Figure 1. Where the registers sit (run 1).
Other sequential cells in the stronger grey, the rest of the logic in the fainter grey.
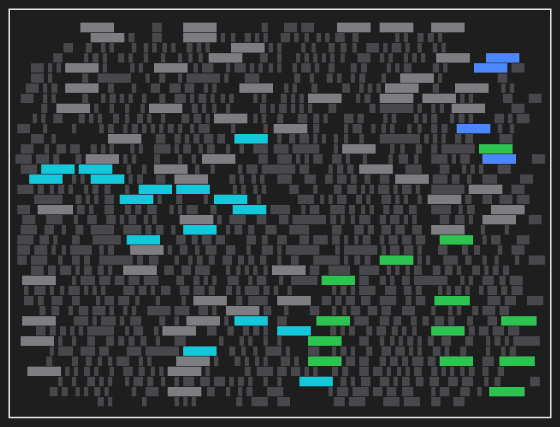
Figure 2. Gate families picked out (run 1).
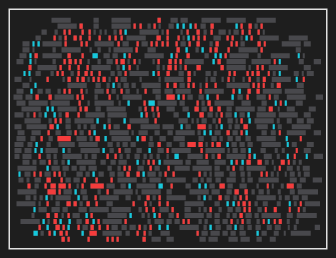
Figure 3. PDN straps and rails (run 1).
Pins as bars on the die edge.
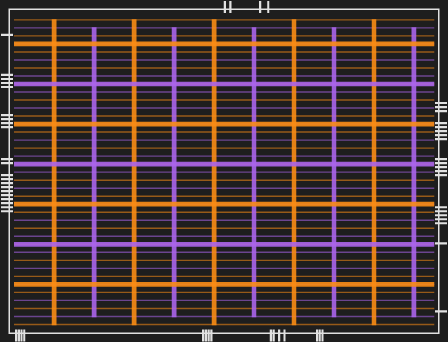
`src/rtl/dvl_pkg.sv`:
```
// rtl/dvl_pkg.sv - DVL shared types: bridge state, burst FSM states, gate vectors
package dvl_pkg;

   typedef enum logic [1:0] {
      HIGHZ = 2'd0,
      DAMP  = 2'd1,
      OSCL  = 2'd2
   } h_bridge_state_t;

   typedef enum logic [1:0] {
      IDLE = 2'd0,
      OSC  = 2'd1,
      DMP  = 2'd2
   } h_bridge_fsm_t;

   // Gate vector bit order: {hlh, hll, hrh, hrl}
   typedef logic [3:0] gate_vec_t;

   localparam gate_vec_t GATES_OFF = 4'b0000;
   localparam gate_vec_t GATES_A   = 4'b1001;
   localparam gate_vec_t GATES_B   = 4'b0110;
   localparam gate_vec_t GATES_DMP = 4'b0101;

endpackage

```
`src/rtl/h_bridge_burst_if.sv`:
```
// rtl/h_bridge_burst_if.sv - sequencer-side handshake and burst configuration bundle
interface h_bridge_burst_if
   import dvl_pkg::*;
#(
   parameter int DIV_W  = 16,
   parameter int CNT_W  = 12,
   parameter int DAMP_W = 16,
   parameter int DT_W   = 4
);
   logic              start;
   logic              abort;
   logic [DIV_W-1:0]  half_period;
   logic [CNT_W-1:0]  n_cycles;
   logic [DAMP_W-1:0] damp_len;
   logic [DT_W-1:0]   deadtime;
   logic              busy;
   logic              done;
   h_bridge_state_t   state_o;

   modport master (
      output start, abort, half_period, n_cycles, damp_len, deadtime,
      input  busy, done, state_o
   );

   modport slave (
      input  start, abort, half_period, n_cycles, damp_len, deadtime,
      output busy, done, state_o
   );
endinterface

```
`src/rtl/h_bridge_deadtime.sv`:
```
// rtl/h_bridge_deadtime.sv - blanks all gates for the first T clocks of each switching segment
module h_bridge_deadtime
   import dvl_pkg::*;
#(
   parameter int DT_W = 4
) (
   input  logic            clk,
   input  logic            rst,
   input  logic            seg_start,
   input  logic [DT_W-1:0] t,
   input  gate_vec_t       req,
   output gate_vec_t       gates
);
   logic [DT_W-1:0] rem_q;

   // rem_q counts blanked clocks still owed after the current one
   always_ff @(posedge clk or negedge rst) begin
      if (!rst) begin
         rem_q <= '0;
         gates <= GATES_OFF;
      end else if (seg_start) begin
         if (t != '0) begin
            gates <= GATES_OFF;
            rem_q <= t - DT_W'(1);
         end else begin
            gates <= req;
            rem_q <= '0;
         end
      end else if (rem_q != '0) begin
         gates <= GATES_OFF;
         rem_q <= rem_q - DT_W'(1);
      end else begin
         gates <= req;
      end
   end
endmodule

```
`src/rtl/h_bridge_burst.sv`:
```
// rtl/h_bridge_burst.sv - H-bridge square-wave burst driver with damping tail
// Optional dead-time blanking at every switching event: H_BRIDGE_DEADTIME_EN
module h_bridge_burst
   import dvl_pkg::*;
#(
   parameter int DIV_W  = 16,
   parameter int CNT_W  = 12,
   parameter int DAMP_W = 16,
   parameter int DT_W   = 4
) (
   input  logic             clk,
   input  logic             rst,
   h_bridge_burst_if.slave  seq,
   output logic             hlh,
   output logic             hll,
   output logic             hrh,
   output logic             hrl
);
   localparam int HC_W = CNT_W + 1;

   h_bridge_fsm_t     fsm_q, fsm_d;
   logic              phase_q, phase_d;
   logic [DIV_W-1:0]  div_q, div_d, p_q, p_d;
   logic [HC_W-1:0]   half_q, half_d;
   logic [DAMP_W-1:0] damp_q, damp_d, d_q, d_d;
   logic              done_d, seg_start;
   logic              busy_q, done_q;
   h_bridge_state_t   state_q, state_d;
   gate_vec_t         req_d, gates;

   always_ff @(posedge clk or negedge rst) begin
      if (!rst) begin
         fsm_q   <= IDLE;
         phase_q <= 1'b0;
         div_q   <= '0;
         half_q  <= '0;
         damp_q  <= '0;
         p_q     <= DIV_W'(1);
         d_q     <= '0;
         busy_q  <= 1'b0;
         done_q  <= 1'b0;
         state_q <= HIGHZ;
      end else begin
         fsm_q   <= fsm_d;
         phase_q <= phase_d;
         div_q   <= div_d;
         half_q  <= half_d;
         damp_q  <= damp_d;
         p_q     <= p_d;
         d_q     <= d_d;
         busy_q  <= (fsm_d != IDLE);
         done_q  <= done_d;
         state_q <= state_d;
      end
   end

   always_comb begin
      fsm_d     = fsm_q;
      phase_d   = phase_q;
      div_d     = div_q;
      half_d    = half_q;
      damp_d    = damp_q;
      p_d       = p_q;
      d_d       = d_q;
      done_d    = 1'b0;
      seg_start = 1'b0;
      case (fsm_q)
         IDLE: begin
            if (seq.start && !seq.abort) begin
               p_d = (seq.half_period == '0) ? DIV_W'(1) : seq.half_period;
               d_d = seq.damp_len;
               if (seq.n_cycles != '0) begin
                  fsm_d     = OSC;
                  phase_d   = 1'b0;
                  div_d     = p_d - DIV_W'(1);
                  half_d    = {seq.n_cycles, 1'b0} - HC_W'(1);
                  seg_start = 1'b1;
               end else if (seq.damp_len != '0) begin
                  fsm_d     = DMP;
                  damp_d    = seq.damp_len - DAMP_W'(1);
                  seg_start = 1'b1;
               end else begin
                  done_d = 1'b1;
               end
            end
         end
         OSC: begin
            if (seq.abort || (div_q == '0 && half_q == '0)) begin
               if (d_q != '0) begin
                  fsm_d     = DMP;
                  damp_d    = d_q - DAMP_W'(1);
                  seg_start = 1'b1;
               end else begin
                  fsm_d  = IDLE;
                  done_d = 1'b1;
               end
            end else if (div_q == '0) begin
               half_d    = half_q - HC_W'(1);
               phase_d   = ~phase_q;
               div_d     = p_q - DIV_W'(1);
               seg_start = 1'b1;
            end else begin
               div_d = div_q - DIV_W'(1);
            end
         end
         DMP: begin
            if (seq.abort || damp_q == '0) begin
               fsm_d  = IDLE;
               done_d = 1'b1;
            end else begin
               damp_d = damp_q - DAMP_W'(1);
            end
         end
         default: fsm_d = IDLE;
      endcase
   end

   // Outputs are registered from the next-state view so they line up with the state register
   always_comb begin
      req_d   = GATES_OFF;
      state_d = HIGHZ;
      case (fsm_d)
         OSC: begin
            req_d   = phase_d ? GATES_B : GATES_A;
            state_d = OSCL;
         end
         DMP: begin
            req_d   = GATES_DMP;
            state_d = DAMP;
         end
         default: ;
      endcase
   end

`ifdef H_BRIDGE_DEADTIME_EN
   logic [DT_W-1:0] t_q, t_d, t_eff;

   always_ff @(posedge clk or negedge rst) begin
      if (!rst) t_q <= '0;
      else      t_q <= t_d;
   end

   // Blanking is clamped so a phase always gets at least one driven clock
   always_comb begin
      t_d   = (fsm_q == IDLE && seq.start && !seq.abort) ? seq.deadtime : t_q;
      t_eff = t_d;
      if (fsm_d == OSC && DIV_W'(t_d) > p_d - DIV_W'(1))
         t_eff = DT_W'(p_d - DIV_W'(1));
      else if (fsm_d == DMP && DAMP_W'(t_d) > d_d)
         t_eff = DT_W'(d_d);
   end

   h_bridge_deadtime #(.DT_W(DT_W)) u_deadtime (
      .clk       (clk),
      .rst       (rst),
      .seg_start (seg_start),
      .t         (t_eff),
      .req       (req_d),
      .gates     (gates)
   );
`else
   always_ff @(posedge clk or negedge rst) begin
      if (!rst) gates <= GATES_OFF;
      else      gates <= req_d;
   end
`endif

   assign {hlh, hll, hrh, hrl} = gates;
   assign seq.busy    = busy_q;
   assign seq.done    = done_q;
   assign seq.state_o = state_q;
endmodule

```
`src/flat_wrapper.sv`:
```
// flat-port wrapper written by rule: the top's interface ports become plain ports
module h_bridge_burst_flat import dvl_pkg::*;
#(
   parameter int DIV_W  = 16,
   parameter int CNT_W  = 12,
   parameter int DAMP_W = 16,
   parameter int DT_W   = 4
)
  (clk, rst, hlh, hll, hrh, hrl, seq_start, seq_abort, seq_half_period, seq_n_cycles, seq_damp_len, seq_deadtime, seq_busy, seq_done, seq_state_o);
  h_bridge_burst_if #(.DIV_W(DIV_W), .CNT_W(CNT_W), .DAMP_W(DAMP_W), .DT_W(DT_W)) seq_i ();
  input  logic clk;
  input  logic rst;
  output logic hlh;
  output logic hll;
  output logic hrh;
  output logic hrl;
  input wire logic [$bits(seq_i.start)-1:0] seq_start;
  input wire logic [$bits(seq_i.abort)-1:0] seq_abort;
  input wire logic [$bits(seq_i.half_period)-1:0] seq_half_period;
  input wire logic [$bits(seq_i.n_cycles)-1:0] seq_n_cycles;
  input wire logic [$bits(seq_i.damp_len)-1:0] seq_damp_len;
  input wire logic [$bits(seq_i.deadtime)-1:0] seq_deadtime;
  output wire logic [$bits(seq_i.busy)-1:0] seq_busy;
  output wire logic [$bits(seq_i.done)-1:0] seq_done;
  output wire logic [$bits(seq_i.state_o)-1:0] seq_state_o;
  assign seq_i.start = seq_start;
  assign seq_i.abort = seq_abort;
  assign seq_i.half_period = seq_half_period;
  assign seq_i.n_cycles = seq_n_cycles;
  assign seq_i.damp_len = seq_damp_len;
  assign seq_i.deadtime = seq_deadtime;
  assign seq_busy = seq_i.busy;
  assign seq_done = seq_i.done;
  assign seq_state_o = seq_i.state_o;
  h_bridge_burst #(.DIV_W(DIV_W), .CNT_W(CNT_W), .DAMP_W(DAMP_W), .DT_W(DT_W)) u_core (.clk(clk), .rst(rst), .seq(seq_i), .hlh(hlh), .hll(hll), .hrh(hrh), .hrl(hrl));
endmodule
```
`config.mk`:
```
export PLATFORM = sky130hd
export DESIGN_NAME = h_bridge_burst_flat
export DESIGN_NICKNAME = d
export VERILOG_FILES = /design/src/rtl/dvl_pkg.sv /design/src/rtl/h_bridge_burst_if.sv /design/src/rtl/h_bridge_deadtime.sv /design/src/rtl/h_bridge_burst.sv /design/src/flat_wrapper.sv
export SDC_FILE = /design/constraint.sdc
export NUM_CORES = 1
export LEC_CHECK = 0
export ABC_AREA = 1
export CAP_MARGIN = 20
export CELL_PAD_IN_SITES_DETAIL_PLACEMENT = 1
export CELL_PAD_IN_SITES_GLOBAL_PLACEMENT = 1
export CORE_ASPECT_RATIO = 0.75
export CORE_UTILIZATION = 38
export DETAILED_ROUTE_END_ITERATION = 16
export PLACE_DENSITY_LB_ADDON = 0.1
export SLEW_MARGIN = 25
export SYNTH_ARGS = -nofsm -noshare
export SYNTH_HDL_FRONTEND = slang
export SYNTH_HIERARCHICAL = 1
export SYNTH_SLANG_ARGS = --single-unit
```
`constraint.sdc`:
```
create_clock -name clk -period 2.4 [get_ports clk]
set_input_delay 0.48 -clock clk [delete_from_list [all_inputs] [get_ports clk]]
set_output_delay 0.48 -clock clk [all_outputs]
set_load 0.02 [all_outputs]
```
==> impl_metrics.yaml, run 1 <==
# yosys + openroad results
synthesis:
  ff_type: "dfrtp_1"
  syn-cell-area_sq_mm: 0.00585
  yosys_area_sq_mm: 0.00585
  yosysTopAreaCell: "dfrtp_1"
  synthArstFlopShare: 1.00
  simple_gate_area_frac: 0.324
  mux_share: 0.00171
  synth_warnings: 6
critical_path:
  crit_end: "u_core/damp_q[6]"
  path_buffers: 3
  rrSetupSlack_ps: -40
  crit_slowest_cell: "dfrtp_1"
  start_kind: "register"
  cp-startpoint: "u_core/fsm_q[1]"
  critical_path_required_ps: 2640
finish:
  seq_share: 0.273
  drive_above_1_share: 0.239
  synthToLayoutAreaGrowth_pct: 38.2
  finalNonFillerCells: 1209
  final-nonclk-buf-share: 0.195
  buffers_excl_clock: 178
  regArea_sq_mm: 0.00221
  fin_area_sq_mm: 0.00808
floorplan:
  nWellTaps: 200
  rows: 38
  fp.dieW_microns: 145
  coreArea_sq_mm: 0.0147
  dieArea_sq_mm: 0.0159
sta:
  setup_viol: 1
  layout_setup_ws_ps: -35.1
  fin_tns_setup_ps: -35.1
  fin_crit_ps: 2440
  period_used_share: 1.01
power:
  combPwrFrac: 0.617
  switching_power_mw: 5.16
  seq_power_mw: 2.75
grt:
  grt_pass1_wl_microns: 33000
  grt_max_degree: 39
  grt-ovfl-total: 0
clock_network:
  hold_buffers: 0
  clock_sinks: 88
  cts_buffers: 9
run_status:
  violations: "setup timing"
  status: "finished with violations"
detailed_routing:
  vias: 6266
  drt-wirelength-per-cell_microns: 17.5
  wl_met3_microns: 957
placed_design:
  place_ws_ps: -651
## Picture notes: Figure 1
colour	signal	placed flops
blue	u_core/gates	4
cyan	u_core/d_q	16
green	u_core/half_q	13
not coloured	55

## Picture notes: Figure 2
colour	family	cells	most used	where
cyan	inverters	113	inv_1	spread over the die
red	NAND gates	329	nand2_1	spread over the die

## Picture notes: Figure 3
colour	net
orange	VSS
purple	VDD
met5 straps	7
met1 rails	39
met4 straps	10
rows	38
signal pins	60

Figure 4. The clock network (run 1).
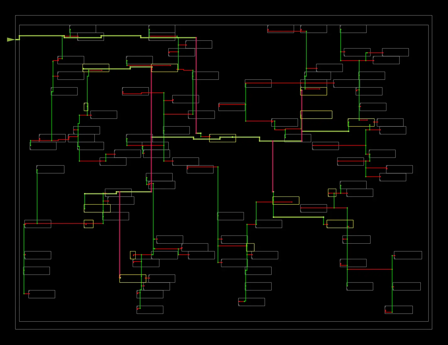

## Run 2: what changed since run 1
CAP_MARGIN = unset   (was 20)
CELL_PAD_IN_SITES_DETAIL_PLACEMENT = 2   (was 1)
CELL_PAD_IN_SITES_GLOBAL_PLACEMENT = 2   (was 1)
CORE_UTILIZATION = 29   (was 38)
Figure 5. The clock network (run 2).
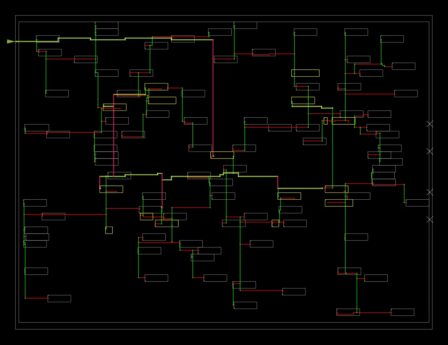
Clk power: 1.69 mW
Late-Pin Clk Latency: 350 ps
worst clock skew: 7.36 ps
flip-flops: 88
clock sink count: 88

Figure 6. Where the registers sit (run 2).
Other sequential cells in the stronger grey, the rest of the logic in the fainter grey.
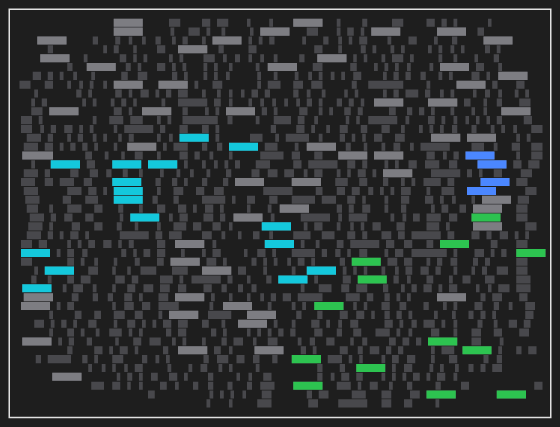
colour	signal	placed flops
blue	u_core/gates	4
green	u_core/half_q	13
cyan	u_core/d_q	16
not coloured	55

Figure 7. Gate families picked out (run 2).
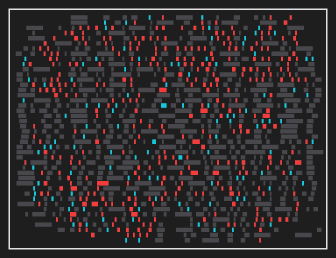
colour	family	cells	most used	where
red	NAND gates	329	nand2_1	spread over the die
cyan	inverters	112	inv_1	spread over the die

==> impl_metrics.yaml, run 2 <==
# yosys + openroad results
run_status:
  status: "finished with violations"
  violations: "DRC"
sta:
  period_used_share: 0.962
  fin_crit_ps: 2310
  fin_tns_setup_ps: 0
  layout_setup_ws_ps: 91.3
clock_network:
  hold_buffers: 0
finish:
  buffers_excl_clock: 187
  final-nonclk-buf-share: 0.201
  regArea_sq_mm: 0.00220
  fin_area_sq_mm: 0.00828
  synthToLayoutAreaGrowth_pct: 41.6
placed_design:
  place_ws_ps: -1000
critical_path:
  rrSetupSlack_ps: 110
  crit_slowest_cell: "clkdlybuf4s50_1"
  critical_path_required_ps: 2690
  crit_end: "u_core/gates[3]"
  path_buffers: 6
  cp-startpoint: "seq_damp_len[7]"
  start_kind: "input port"
floorplan:
  rows: 44
  coreArea_sq_mm: 0.0195
  fp.dieW_microns: 166
synthesis:
  yosysTopAreaCell: "dfrtp_1"
  ff_type: "dfrtp_1"
  synthArstFlopShare: 1.00
  simple_gate_area_frac: 0.324
  syn-cell-area_sq_mm: 0.00585
  yosys_area_sq_mm: 0.00585
grt:
  grt_pass1_wl_microns: 37200
  grt-ovfl-total: 0
detailed_routing:
  wl_met3_microns: 665
  drcViolationCount: 4
power:
  combPwrFrac: 0.607
  seq_power_mw: 2.74
Power figures rest on the tool's default switching activity, not on a simulated workload.
